===== src/rtl/seg_pkg.sv =====
// Shared constants, hex font and sizing helper for the multiplexed 7-segment scan driver.
package seg_pkg;

    localparam logic [7:0]  SEG_OFF  = 8'hFF;
    localparam int unsigned NIBBLE_W = 4;

    // Digit index width; a single digit still needs one bit.
    function automatic int unsigned idx_width(input int unsigned n);
        return (n > 1) ? $clog2(n) : 1;
    endfunction

    // Active-low segments {a,b,c,d,e,f,g}.
    function automatic logic [6:0] hex_to_seg(input logic [3:0] nibble);
        logic [6:0] seg;
        case (nibble)
            4'h0: seg = 7'h01;
            4'h1: seg = 7'h4F;
            4'h2: seg = 7'h12;
            4'h3: seg = 7'h06;
            4'h4: seg = 7'h4C;
            4'h5: seg = 7'h24;
            4'h6: seg = 7'h20;
            4'h7: seg = 7'h0F;
            4'h8: seg = 7'h00;
            4'h9: seg = 7'h04;
            4'hA: seg = 7'h08;
            4'hB: seg = 7'h60;
            4'hC: seg = 7'h31;
            4'hD: seg = 7'h42;
            4'hE: seg = 7'h30;
            default: seg = 7'h38;
        endcase
        return seg;
    endfunction

endpackage


===== src/rtl/seg_scan_display_if.sv =====
// Display-facing bundle: per-frame value inputs and the active-low pin drives.
interface seg_scan_display_if #(
    parameter int unsigned NUM_DIGITS   = 4,
    parameter int unsigned BRIGHT_WIDTH = 4
);
    logic [4*NUM_DIGITS-1:0] digits;
    logic [NUM_DIGITS-1:0]   dp_in;
    logic [NUM_DIGITS-1:0]   blank;
    logic [BRIGHT_WIDTH-1:0] brightness;
    logic [7:0]              seven_seg;
    logic [NUM_DIGITS-1:0]   seven_seg_en;
    logic                    frame_start;

    modport master (
        output digits, dp_in, blank, brightness,
        input  seven_seg, seven_seg_en, frame_start
    );

    modport slave (
        input  digits, dp_in, blank, brightness,
        output seven_seg, seven_seg_en, frame_start
    );
endinterface


===== src/rtl/seg_scan_timer.sv =====
// Slot timebase: prescaler, digit index, PWM phase, dead-cycle and frame-latch flags.
module seg_scan_timer
    import seg_pkg::*;
#(
    parameter int unsigned NUM_DIGITS   = 4,
    parameter int unsigned DIV_WIDTH    = 18,
    parameter int unsigned BRIGHT_WIDTH = 4,
    parameter int unsigned IDX_W        = 2
) (
    input  logic                    clk,
    input  logic                    rst_n,
    output logic [IDX_W-1:0]        idx_o,
    output logic [BRIGHT_WIDTH-1:0] phase_o,
    output logic                    dead_o,
    output logic                    frame_latch_o
);

    logic [DIV_WIDTH-1:0] cnt_q, cnt_d;
    logic [IDX_W-1:0]     idx_q, idx_d;
    logic                 dead_q, dead_d;
    logic                 latch_q, latch_d;

    // Flags are precomputed from next state so they are register outputs.
    always_comb begin
        cnt_d   = cnt_q + DIV_WIDTH'(1);
        idx_d   = idx_q;
        if (cnt_q == '1) begin
            idx_d = (idx_q == IDX_W'(NUM_DIGITS - 1)) ? '0 : idx_q + IDX_W'(1);
        end
        dead_d  = (cnt_d == '0);
        latch_d = dead_d && (idx_d == '0);
    end

    always_ff @(posedge clk or negedge rst_n) begin
        if (!rst_n) begin
            cnt_q   <= '0;
            idx_q   <= '0;
            dead_q  <= 1'b1;
            latch_q <= 1'b1;
        end else begin
            cnt_q   <= cnt_d;
            idx_q   <= idx_d;
            dead_q  <= dead_d;
            latch_q <= latch_d;
        end
    end

    assign idx_o         = idx_q;
    assign phase_o       = cnt_q[DIV_WIDTH-1 -: BRIGHT_WIDTH];
    assign dead_o        = dead_q;
    assign frame_latch_o = latch_q;

endmodule


===== src/rtl/seg_scan_display.sv =====
// Multiplexed N-digit hex scan driver with frame-latched shadows, PWM and dead time.
// Optional leading-zero blanking is enabled by defining SEG_SCAN_LZB_EN.
module seg_scan_display
    import seg_pkg::*;
#(
    parameter int unsigned NUM_DIGITS   = 4,
    parameter int unsigned DIV_WIDTH    = 18,
    parameter int unsigned BRIGHT_WIDTH = 4
) (
    input  logic              clk,
    input  logic              rst_n,
    seg_scan_display_if.slave disp
);

    localparam int unsigned IDX_W = idx_width(NUM_DIGITS);

    logic [IDX_W-1:0]        idx;
    logic [BRIGHT_WIDTH-1:0] phase;
    logic                    dead;
    logic                    frame_latch;

    seg_scan_timer #(
        .NUM_DIGITS   (NUM_DIGITS),
        .DIV_WIDTH    (DIV_WIDTH),
        .BRIGHT_WIDTH (BRIGHT_WIDTH),
        .IDX_W        (IDX_W)
    ) u_timer (
        .clk           (clk),
        .rst_n         (rst_n),
        .idx_o         (idx),
        .phase_o       (phase),
        .dead_o        (dead),
        .frame_latch_o (frame_latch)
    );

    logic [NUM_DIGITS-1:0][NIBBLE_W-1:0] dig_q, dig_d;
    logic [NUM_DIGITS-1:0]               dp_q, dp_d;
    logic [NUM_DIGITS-1:0]               blank_q, blank_d;
    logic [BRIGHT_WIDTH-1:0]             bright_q, bright_d;
    logic [NUM_DIGITS-1:0]               dark_c;
    logic [7:0]                          seg_q, seg_d;
    logic [NUM_DIGITS-1:0]               en_q, en_d;
    logic                                fs_q, fs_d;

`ifdef SEG_SCAN_LZB_EN
    logic [NUM_DIGITS-1:0] lzb_q, lzb_d;

    // A digit goes dark when it and everything above it is zero and it has no dp.
    always_comb begin : lzb_next
        logic zero_run;
        zero_run = 1'b1;
        lzb_d    = '0;
        for (int i = int'(NUM_DIGITS) - 1; i >= 0; i--) begin
            zero_run = zero_run & (disp.digits[4*i +: 4] == 4'h0);
            lzb_d[i] = zero_run & ~disp.dp_in[i] & (i != 0);
        end
    end

    always_ff @(posedge clk or negedge rst_n) begin
        if (!rst_n) begin
            lzb_q <= '0;
        end else if (frame_latch) begin
            lzb_q <= lzb_d;
        end
    end

    assign dark_c = blank_q | lzb_q;
`else
    assign dark_c = blank_q;
`endif

    // Shadow load and next output word for the current slot.
    always_comb begin
        dig_d    = dig_q;
        dp_d     = dp_q;
        blank_d  = blank_q;
        bright_d = bright_q;
        if (frame_latch) begin
            dig_d    = disp.digits;
            dp_d     = disp.dp_in;
            blank_d  = disp.blank;
            bright_d = disp.brightness;
        end

        seg_d = {hex_to_seg(dig_q[idx]), ~dp_q[idx]};
        if (dark_c[idx]) begin
            seg_d = SEG_OFF;
        end

        en_d = '1;
        if (!dead && (phase <= bright_q)) begin
            en_d = ~(NUM_DIGITS'(1) << idx);
        end

        fs_d = frame_latch;
    end

    always_ff @(posedge clk or negedge rst_n) begin
        if (!rst_n) begin
            dig_q    <= '0;
            dp_q     <= '0;
            blank_q  <= '0;
            bright_q <= '0;
            seg_q    <= SEG_OFF;
            en_q     <= '1;
            fs_q     <= 1'b0;
        end else begin
            dig_q    <= dig_d;
            dp_q     <= dp_d;
            blank_q  <= blank_d;
            bright_q <= bright_d;
            seg_q    <= seg_d;
            en_q     <= en_d;
            fs_q     <= fs_d;
        end
    end

    assign disp.seven_seg    = seg_q;
    assign disp.seven_seg_en = en_q;
    assign disp.frame_start  = fs_q;

endmodule

===== src/flat_wrapper.sv =====
// flat-port wrapper written by rule: the top's interface ports become plain ports
module seg_scan_display_flat import seg_pkg::*;
#(
    parameter int unsigned NUM_DIGITS   = 4,
    parameter int unsigned DIV_WIDTH    = 18,
    parameter int unsigned BRIGHT_WIDTH = 4
)
  (clk, rst_n, disp_digits, disp_dp_in, disp_blank, disp_brightness, disp_seven_seg, disp_seven_seg_en, disp_frame_start);
  seg_scan_display_if #(.NUM_DIGITS(NUM_DIGITS), .BRIGHT_WIDTH(BRIGHT_WIDTH)) disp_i ();
  input  logic clk;
  input  logic rst_n;
  input wire logic [$bits(disp_i.digits)-1:0] disp_digits;
  input wire logic [$bits(disp_i.dp_in)-1:0] disp_dp_in;
  input wire logic [$bits(disp_i.blank)-1:0] disp_blank;
  input wire logic [$bits(disp_i.brightness)-1:0] disp_brightness;
  output wire logic [$bits(disp_i.seven_seg)-1:0] disp_seven_seg;
  output wire logic [$bits(disp_i.seven_seg_en)-1:0] disp_seven_seg_en;
  output wire logic [$bits(disp_i.frame_start)-1:0] disp_frame_start;
  assign disp_i.digits = disp_digits;
  assign disp_i.dp_in = disp_dp_in;
  assign disp_i.blank = disp_blank;
  assign disp_i.brightness = disp_brightness;
  assign disp_seven_seg = disp_i.seven_seg;
  assign disp_seven_seg_en = disp_i.seven_seg_en;
  assign disp_frame_start = disp_i.frame_start;
  seg_scan_display #(.NUM_DIGITS(NUM_DIGITS), .DIV_WIDTH(DIV_WIDTH), .BRIGHT_WIDTH(BRIGHT_WIDTH)) u_core (.clk(clk), .rst_n(rst_n), .disp(disp_i));
endmodule

===== config.mk =====
export PLATFORM = sky130hd
export DESIGN_NAME = seg_scan_display_flat
export DESIGN_NICKNAME = d
export VERILOG_FILES = /design/src/rtl/seg_pkg.sv /design/src/rtl/seg_scan_display_if.sv /design/src/rtl/seg_scan_timer.sv /design/src/rtl/seg_scan_display.sv /design/src/flat_wrapper.sv
export SDC_FILE = /design/constraint.sdc
export NUM_CORES = 1
export LEC_CHECK = 0
export CAP_MARGIN = 20
export CORE_MARGIN = 2
export CORE_UTILIZATION = 25
export DETAILED_ROUTE_END_ITERATION = 7
export PLACE_DENSITY = 0.47
export SYNTH_ARGS = -nofsm -noshare
export SYNTH_HDL_FRONTEND = slang
export SYNTH_SLANG_ARGS = --single-unit

===== constraint.sdc =====
create_clock -name clk -period 4.8 [get_ports clk]
set_input_delay 0.72 -clock clk [delete_from_list [all_inputs] [get_ports clk]]
set_output_delay 0.72 -clock clk [all_outputs]
set_load 0.03 [all_outputs]

### Track usage over the die

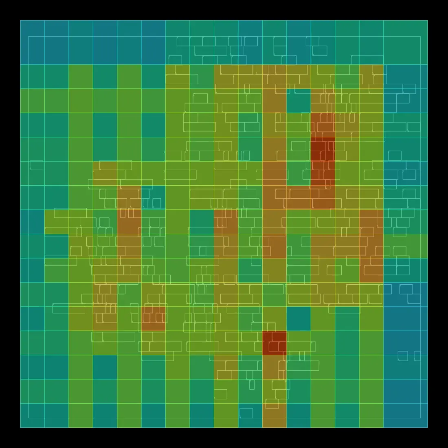
DR WL/cell: 13.2 microns
met3 usage: 0.0377
Final Core Density: 0.328
grt met2 use: 0.161
GR peak layer: met2

### The metal 2 layer

Scale bar: 20 microns.
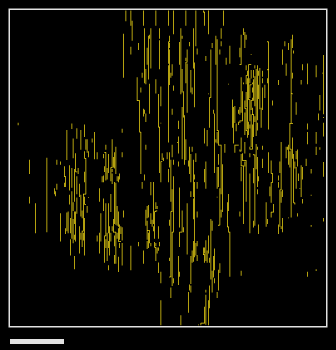
- longest straight run: 33.5 microns
- nets with wire on the layer: 289
- share of all routed wire: 47%
- wire length on this layer: 2900 microns
- main direction: vertical

==> results_dict.tcl <==
# metrics dict for downstream scripts
set metrics [dict create \
    run_status "finished, final reports clean" \
    crit_buf_inv 3 \
    crit_chain "mux4_2 > inv_1 > ha_1 > inv_1 > mux4_2 > inv_1 > nand2_1" \
    postLayoutCellArea_sq_mm 0.00399 \
    worstSetupStartpointType "flip-flop" \
    area_leaders "dfrtp_1, dfstp_2, mux2_2, ha_1, mux4_2" \
    xor_share 0.0474 \
    root_buffer "clkbuf_16" \
    fin_skew_ns 0.00837 \
    hold_viol 0 \
    critPathCapture "u_core.disp.seven_seg[4]$_DFF_PN1_" \
    register_area_sq_mm 0.00159 \
    worst_slack_ns 2.44 \
    dp_cells 456 \
    pwr-share-seq 0.466 \
    top_register "u_core.u_timer.cnt_q" \
    m1WireLength_mm 2.91 \
    peakVddDrop_v 0.000132 \
    switching_share 0.199 \
    min_to "u_core.blank_q[3]$_DFFE_PN0P_" \
    rr_endpoint "u_core.disp.seven_seg[4]$_DFF_PN1_" \
    async_flop_share 1.00 \
    dr_wl_met2_mm 2.90 \
    h-tree-depth 3 \
    worst_slew_pin_slew_ns 0.798 \
    finalSetupViolCount 0 \
    grt_max_degree 64 \
    antenna_found_initial 0 \
    powerDensity_mw_per_mm2 286 \
    die-area_sq_mm 0.0135 \
    seq_cell_count 63 \
    critPathKind "reg2reg" \
    r2r_start "u_core.u_timer.idx_o[0]$_DFF_PN0_" \
    worstSetupEndpointType "flip-flop" \
    sh_comb_area 0.361 \
    final_nets 344 \
    grt_use_met1 0.133 \
    edf_count 0 \
    drtIter0Drc 68 \
]
### Signal wires on met3

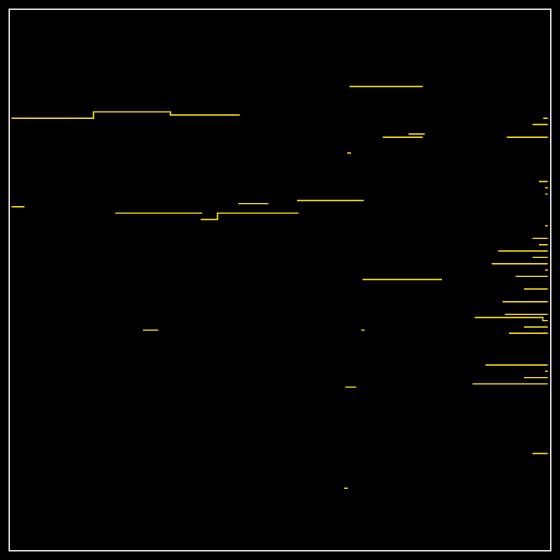
- wire length on this layer: 304 microns
- longest straight run: 18.4 microns
- share of all routed wire: 4.9%

### Logic cells by family

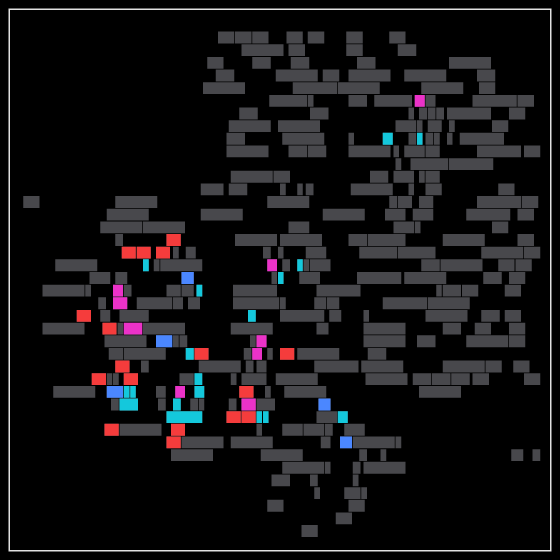
- blue: AND-OR and OR-AND gates (cells 5)
- cyan: NOR gates (cells 18)
- magenta: AND and OR gates (cells 9)
- red: XOR/XNOR gates (cells 17)

synth_stat cells (2+ instances only):
cell      number
ha_1          15
mux2_2        27
dfstp_2       14
mux4_2         6
nand2_1       19
buf_1          3
xnor2_1       11
inv_1         16
nand3_1        6
and3_1         2
o21a_1         2
nor2b_1        2
nand2b_1       2
nand4_1        5
nor2_1         9
nand3b_1       4
mux2i_1        2
nor3_1         4
and4_1         2
buf_2          5
o221ai_1       5
dfrtp_1       49
a21oi_1        5
a211oi_1       2
o21ai_0       10
or3_1          2
xor2_1         6
worst reg2reg max path, cell delays in order (launching register included):
cell     delay, ns
dfrtp_1       0.69
mux4_2        0.64
inv_1         0.17
ha_1          0.17
inv_1         0.04
mux4_2        0.44
inv_1         0.06
nand2_1       0.05
Power is estimated from default activity; no workload was simulated.
